met3.png
Bar = 20 µm.
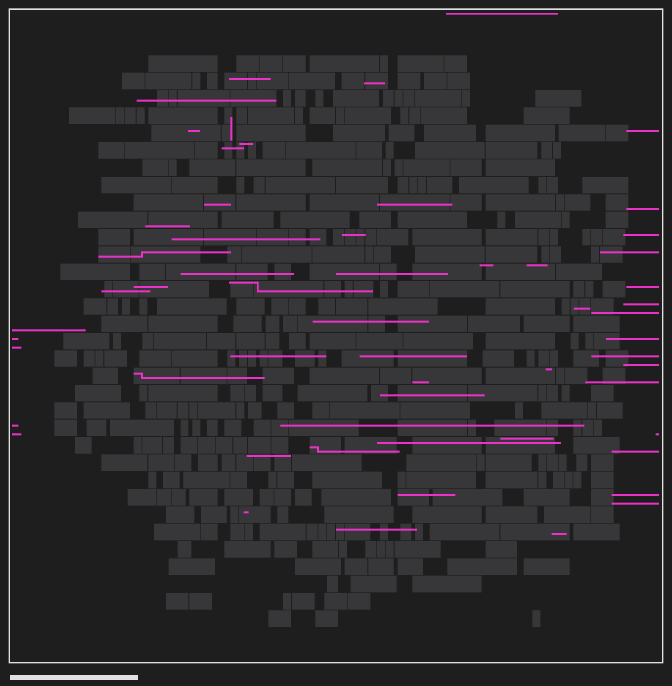
final_congestion.png
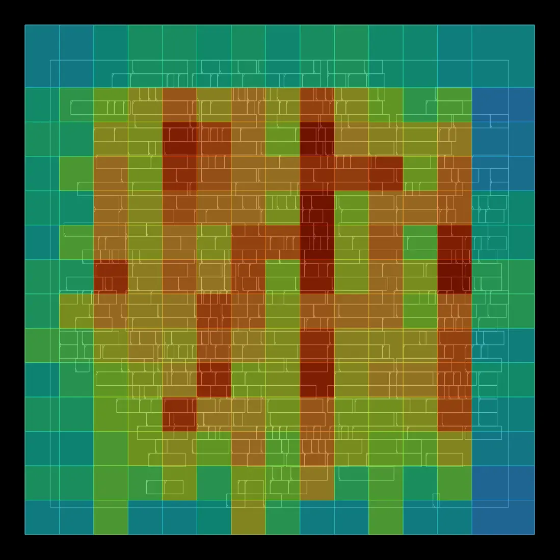
metal_stack.png
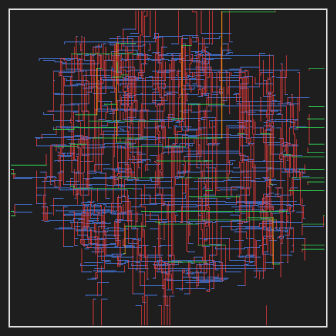
--- config.mk ---
export PLATFORM = sky130hd
export DESIGN_NAME = jtbubl_pal_sched_flat
export DESIGN_NICKNAME = d
export VERILOG_FILES = /design/src/rtl/jtbubl_pal_sched_if.sv /design/src/rtl/jtbubl_pal_sched.sv /design/src/flat_wrapper.sv
export SDC_FILE = /design/constraint.sdc
export NUM_CORES = 1
export LEC_CHECK = 0
export CORE_MARGIN = 5
export CORE_UTILIZATION = 53
export CTS_BUF_LIST = sky130_fd_sc_hd__clkbuf_8
export DETAILED_ROUTE_END_ITERATION = 7
export PLACE_DENSITY = 0.89
export SYNTH_ARGS = -nofsm -noshare
export SYNTH_HDL_FRONTEND = slang
export SYNTH_SLANG_ARGS = --single-unit
--- constraint.sdc ---
create_clock -name clk -period 2.4 [get_ports clk]
set_input_delay 0.24 -clock clk [delete_from_list [all_inputs] [get_ports clk]]
set_output_delay 0.24 -clock clk [all_outputs]
set_load 0.01 [all_outputs]
--- src/rtl/jtbubl_pal_sched_if.sv ---
// CPU-side palette bus between the address decoder and the palette write
// scheduler.
//   pal_cs      - palette chip select from the CPU decoder
//   cpu_rnw     - CPU read/not-write
//   cpu_addr    - palette byte address (bit 0 selects even/odd RAM)
//   cpu_dout    - CPU write data
//   pal_wait    - CPU stall request, high while a write cannot be accepted
//   pal_pending - high while writes are queued but not yet committed
// master: CPU/decoder side. slave: scheduler side.
interface jtbubl_pal_sched_if;
  logic       pal_cs;
  logic       cpu_rnw;
  logic [8:0] cpu_addr;
  logic [7:0] cpu_dout;
  logic       pal_wait;
  logic       pal_pending;

  modport master (
    output pal_cs, cpu_rnw, cpu_addr, cpu_dout,
    input  pal_wait, pal_pending
  );

  modport slave (
    input  pal_cs, cpu_rnw, cpu_addr, cpu_dout,
    output pal_wait, pal_pending
  );
endinterface

--- src/rtl/jtbubl_pal_sched.sv ---
// Palette write scheduler. CPU palette writes are queued in a small FIFO and
// only written into the palette RAM during blanking, so colours never change
// mid-line. With JTBUBL_PALCLR_EN defined, the whole 512-byte palette is swept
// to zero after reset before any queued write is committed.
// Ports:
//   clk, rst        - system clock, synchronous active-high reset
//   LHBL, LVBL      - horizontal / vertical blank, active low
//   cpu             - CPU palette bus (slave modport of jtbubl_pal_sched_if)
//   clr_busy        - high during the post-reset clear sweep
//   ram_we          - palette RAM write strobe, one clk per byte
//   ram_addr        - palette RAM byte address
//   ram_din         - palette RAM write data
// Parameter AW: FIFO address width, depth = 2**AW.
module jtbubl_pal_sched #(
  parameter int AW = 2
) (
  input  logic                  clk,
  input  logic                  rst,
  input  logic                  LHBL,
  input  logic                  LVBL,
  jtbubl_pal_sched_if.slave     cpu,
  output logic                  clr_busy,
  output logic                  ram_we,
  output logic [8:0]            ram_addr,
  output logic [7:0]            ram_din
);

  localparam int unsigned DEPTH = 2**AW;
  localparam logic [AW:0] FULL_CNT = {1'b1, {AW{1'b0}}};

  typedef enum logic [1:0] {ST_IDLE, ST_COMMIT, ST_CLEAR} state_t;

`ifdef JTBUBL_PALCLR_EN
  localparam state_t RST_STATE = ST_CLEAR;
`else
  localparam state_t RST_STATE = ST_IDLE;
`endif

  state_t state, state_nxt;

  logic        wr, wr_l, req, blank;
  logic        pop, push;
  logic [16:0] push_data;
  logic [16:0] mem [DEPTH];
  logic [AW-1:0] wr_ptr, rd_ptr;
  logic [AW:0] cnt, cnt_nxt;
  logic        full, empty, full_nxt;
  logic        pend, pend_nxt;
  logic [16:0] pend_data;

  logic        ram_we_nxt;
  logic [8:0]  ram_addr_nxt;
  logic [7:0]  ram_din_nxt;

`ifdef JTBUBL_PALCLR_EN
  logic [8:0]  clr_addr;
  logic        clr_busy_nxt;
`endif

  assign wr    = cpu.pal_cs & ~cpu.cpu_rnw;
  assign req   = wr & ~wr_l;
  assign blank = ~LHBL | ~LVBL;
  assign full  = (cnt == FULL_CNT);
  assign empty = (cnt == '0);

  // --- FIFO and overflow pending register ---------------------------------
  // The pending entry only ever exists while the FIFO is full, so it can be
  // pushed in the slot freed by a pop without changing the count.
  assign push      = (req & ~full) | (pend & pop);
  assign push_data = pend ? pend_data : {cpu.cpu_addr, cpu.cpu_dout};
  assign pend_nxt  = pend ? ~pop : (req & full);

  always_comb begin
    cnt_nxt = cnt;
    if (push && !pop)
      cnt_nxt = cnt + 1'b1;
    else if (pop && !push)
      cnt_nxt = cnt - 1'b1;
  end

  assign full_nxt = (cnt_nxt == FULL_CNT);

  always_ff @(posedge clk) begin
    if (push)
      mem[wr_ptr] <= push_data;
  end

  always_ff @(posedge clk) begin
    if (rst) begin
      wr_l            <= 1'b0;
      wr_ptr          <= '0;
      rd_ptr          <= '0;
      cnt             <= '0;
      pend            <= 1'b0;
      pend_data       <= '0;
      cpu.pal_wait    <= 1'b0;
      cpu.pal_pending <= 1'b0;
    end else begin
      wr_l <= wr;
      if (push)
        wr_ptr <= wr_ptr + 1'b1;
      if (pop)
        rd_ptr <= rd_ptr + 1'b1;
      cnt <= cnt_nxt;
      // a request arriving while an entry is already pending is dropped
      if (req && full && !pend)
        pend_data <= {cpu.cpu_addr, cpu.cpu_dout};
      pend            <= pend_nxt;
      cpu.pal_wait    <= pend_nxt | full_nxt;
      cpu.pal_pending <= pend_nxt | (cnt_nxt != '0);
    end
  end

  // --- FSM: state register and registered outputs -------------------------
  always_ff @(posedge clk) begin
    if (rst) begin
      state    <= RST_STATE;
      ram_we   <= 1'b0;
      ram_addr <= '0;
      ram_din  <= '0;
    end else begin
      state    <= state_nxt;
      ram_we   <= ram_we_nxt;
      ram_addr <= ram_addr_nxt;
      ram_din  <= ram_din_nxt;
    end
  end

`ifdef JTBUBL_PALCLR_EN
  always_ff @(posedge clk) begin
    if (rst) begin
      clr_addr <= '0;
      clr_busy <= 1'b1;
    end else begin
      if (state == ST_CLEAR)
        clr_addr <= clr_addr + 1'b1;
      clr_busy <= clr_busy_nxt;
    end
  end
`else
  assign clr_busy = 1'b0;
`endif

  // --- FSM: next state ----------------------------------------------------
  // COMMIT means the registered strobe is currently high; popping again in
  // COMMIT keeps back-to-back writes at one byte per clk.
  always_comb begin
    state_nxt = state;
    pop       = 1'b0;
    case (state)
`ifdef JTBUBL_PALCLR_EN
      ST_CLEAR: if (clr_addr == 9'h1FF) state_nxt = ST_IDLE;
`else
      ST_CLEAR: state_nxt = ST_IDLE;
`endif
      ST_IDLE: begin
        pop = ~empty & blank;
        if (pop)
          state_nxt = ST_COMMIT;
      end
      ST_COMMIT: begin
        pop = ~empty & blank;
        if (!pop)
          state_nxt = ST_IDLE;
      end
      default: state_nxt = ST_IDLE;
    endcase
  end

  // --- FSM: outputs (next values of the registered RAM port) --------------
  always_comb begin
    ram_we_nxt   = pop;
    ram_addr_nxt = ram_addr;
    ram_din_nxt  = ram_din;
    if (pop)
      {ram_addr_nxt, ram_din_nxt} = mem[rd_ptr];
`ifdef JTBUBL_PALCLR_EN
    clr_busy_nxt = (state == ST_CLEAR);
    if (state == ST_CLEAR) begin
      ram_we_nxt   = 1'b1;
      ram_addr_nxt = clr_addr;
      ram_din_nxt  = '0;
    end
`endif
  end

endmodule

--- src/flat_wrapper.sv ---
// flat-port wrapper written by rule: the top's interface ports become plain ports
module jtbubl_pal_sched_flat 
#(
  parameter int AW = 2
)
  (clk, rst, LHBL, LVBL, clr_busy, ram_we, ram_addr, ram_din, cpu_pal_cs, cpu_cpu_rnw, cpu_cpu_addr, cpu_cpu_dout, cpu_pal_wait, cpu_pal_pending);
  jtbubl_pal_sched_if cpu_i ();
  input  logic clk;
  input  logic rst;
  input  logic LHBL;
  input  logic LVBL;
  output logic clr_busy;
  output logic ram_we;
  output logic [8:0] ram_addr;
  output logic [7:0] ram_din;
  input wire logic [$bits(cpu_i.pal_cs)-1:0] cpu_pal_cs;
  input wire logic [$bits(cpu_i.cpu_rnw)-1:0] cpu_cpu_rnw;
  input wire logic [$bits(cpu_i.cpu_addr)-1:0] cpu_cpu_addr;
  input wire logic [$bits(cpu_i.cpu_dout)-1:0] cpu_cpu_dout;
  output wire logic [$bits(cpu_i.pal_wait)-1:0] cpu_pal_wait;
  output wire logic [$bits(cpu_i.pal_pending)-1:0] cpu_pal_pending;
  assign cpu_i.pal_cs = cpu_pal_cs;
  assign cpu_i.cpu_rnw = cpu_cpu_rnw;
  assign cpu_i.cpu_addr = cpu_cpu_addr;
  assign cpu_i.cpu_dout = cpu_cpu_dout;
  assign cpu_pal_wait = cpu_i.pal_wait;
  assign cpu_pal_pending = cpu_i.pal_pending;
  jtbubl_pal_sched #(.AW(AW)) u_core (.clk(clk), .rst(rst), .LHBL(LHBL), .LVBL(LVBL), .cpu(cpu_i), .clr_busy(clr_busy), .ram_we(ram_we), .ram_addr(ram_addr), .ram_din(ram_din));
endmodule
==> results.ini <==
[cells_and_area]
drive_gt1_frac = 0.233
seqCellArea_um2 = 2960
seq_share = 0.528
layout.cells.most_common = nand2_1
nonClkBufAreaFrac = 0.110
nonClockBufferCount = 68
comb_area_frac = 0.257
largest_reg_flops = 68
final_cells = 517
num-multi-input-gates = 194
layout.area.comb_um2 = 1440
inv_count = 4
largestClassByArea = sequential cells
top_register = u_core.mem
layout_top_cells = 72 x nand2_1, 68 x edfxtp_1, 46 x dfxtp_1
final_cell_area_um2 = 5610
clock_cell_area_share = 0.0783
antenna_cells = 0
reg_top3 = u_core.mem (68), u_core.pend_data (17), u_core.ram_addr (9)

[global_routing]
grt_pass1_wl_um = 15000
grt_max_degree = 25
met3_usage = 0.0532
grt_util_met1 = 0.223
met2_usage = 0.343
first_global_vias = 2993
overflow = 0

[worst_setup_path]
critical_path_class = flop to flop
endpoint_kind = flop
path_max_fanout = 4
r2r-end = u_core.cpu.pal_pending
cp_num_cells = 7
crit_arrival_ns = 2.58
startpoint = u_core.cnt[0]
required_ns = 2.71
startpoint_type = flop
path_cells = inv_1, ha_1, and2_1, o21ba_4, a32oi_1, mux2_2, or3_1
worst-path-buf-inv = 1
rrSetupSlack_ns = 0.13
slowest_stage = dfxtp_1
crit_path_end = u_core.cpu.pal_pending
r2r_cells = 7
rr_startpoint = u_core.cnt[0]

[final_timing]
setup_violations = 0
finalClockSkew_ns = 0.0121
max_slew_margin = 0.661
tightest_slew_ns = 0.509
max_freq_mhz = 440
maxSlewViolCount = 0
setup-tns-final_ns = 0
fin_ws_ns = 0.129
finalCritPeriodShare = 0.946
hold_ws_ns = 0.385
hold_viol = 0
period_needed_ns = 2.27

[hold_path]
min_from = cpu_cpu_dout[7]
holdPathStages = 3
holdPathEnd = u_core.pend_data[7]
worst_hold_path_type = input port to flop

[clocking]
cts.sinks = 114
cts_buffers = 17
cts_max_path_buffers = 2
clock_latency_ns = 0.42
clk_pin_slew_worst_paths_ns = 0.07
cts_tree = yes
clockRootBuffer = clkbuf_8
cts_htree_levels = 4

[synthesis]
common_cells = 72 x nand2_1, 68 x edfxtp_1, 46 x dfxtp_1, 37 x a21oi_1, 18 x mux2_2
synth_cell_types = 37
async_flop_share = 0
ff_type = edfxtp_1
ys_sh_xor = 0.00776
mux_share = 0.132
synthTopLogicFamily = multiplexers
adder_share = 0.0194
yosysMostFrequentCell = nand2_1
top_area_frac = 0.453
synthAoiAreaFrac = 0.0646
syn_inst = 333
postSynthAreaPerCell_um2 = 13.5
yosys-stat-area_um2 = 4510
synth_seq_share = 0.657
synth_top_cell_by_area = edfxtp_1
netlist_area_um2 = 4510
edf_count = 68
synth.area.top_cells = edfxtp_1 45%, dfxtp_1 20%, mux4_2 8.5%
ys_ff = 114

[power]
leakage_nw = 1.95
p_sw_mw = 1.72
pg_comb_mw = 1.70
clock_power_share = 0.318
p_total_mw = 6.10
switching_share = 0.282
pg_clk_mw = 1.94
power_density_nw_per_um2 = 1090
seqPwrFrac = 0.404
peakVddDrop_mv = 0.501
power_leader = sequential cells
pwr-share-comb = 0.279

[routing]
routed-wl-met3_um = 539
top_layer = met4
wl_met2_um = 4910
wirelength_met1_um = 3480
drtIter0Drc = 167
routed_via_density = 5.43
post-route-drc-count = 0

[die]
row_count = 33
die_h_um = 102
fp_util = 0.546
coreArea_um2 = 8260
ios = 44
dieWidth_um = 102
chipArea_um2 = 10500
tap_cells = 105

[placed_design]
placed_cells = 485
dp_slack_ns = 0.0352
place_congestion = 0.791
dp_hpwl_um = 6330
io_buffers = 42

[outcome]
status = finished, final reports clean

[job]
max-cap-violations = 0
warnings = 32

Back to the opening pictures, met3.png:
main direction	horizontal
share of all routed wire	5.9%
wire length on this layer	540 µm
nets with wire on the layer	40
longest straight run	47.4 µm

Back to the opening pictures, final_congestion.png:
layer with the highest usage: met2
gr usage total: 0.196
post-layout util: 0.679

Back to the opening pictures, metal_stack.png:
layer	colour	wire length
met3	green	540 µm
met1	blue	3480 µm
met2	red	4910 µm
met4	orange	152 µm
via count: 2809
post-DR wirelength/cell: 17.6 µm
wirelength, routed: 9080 µm

Power is estimated from default activity; no workload was simulated.
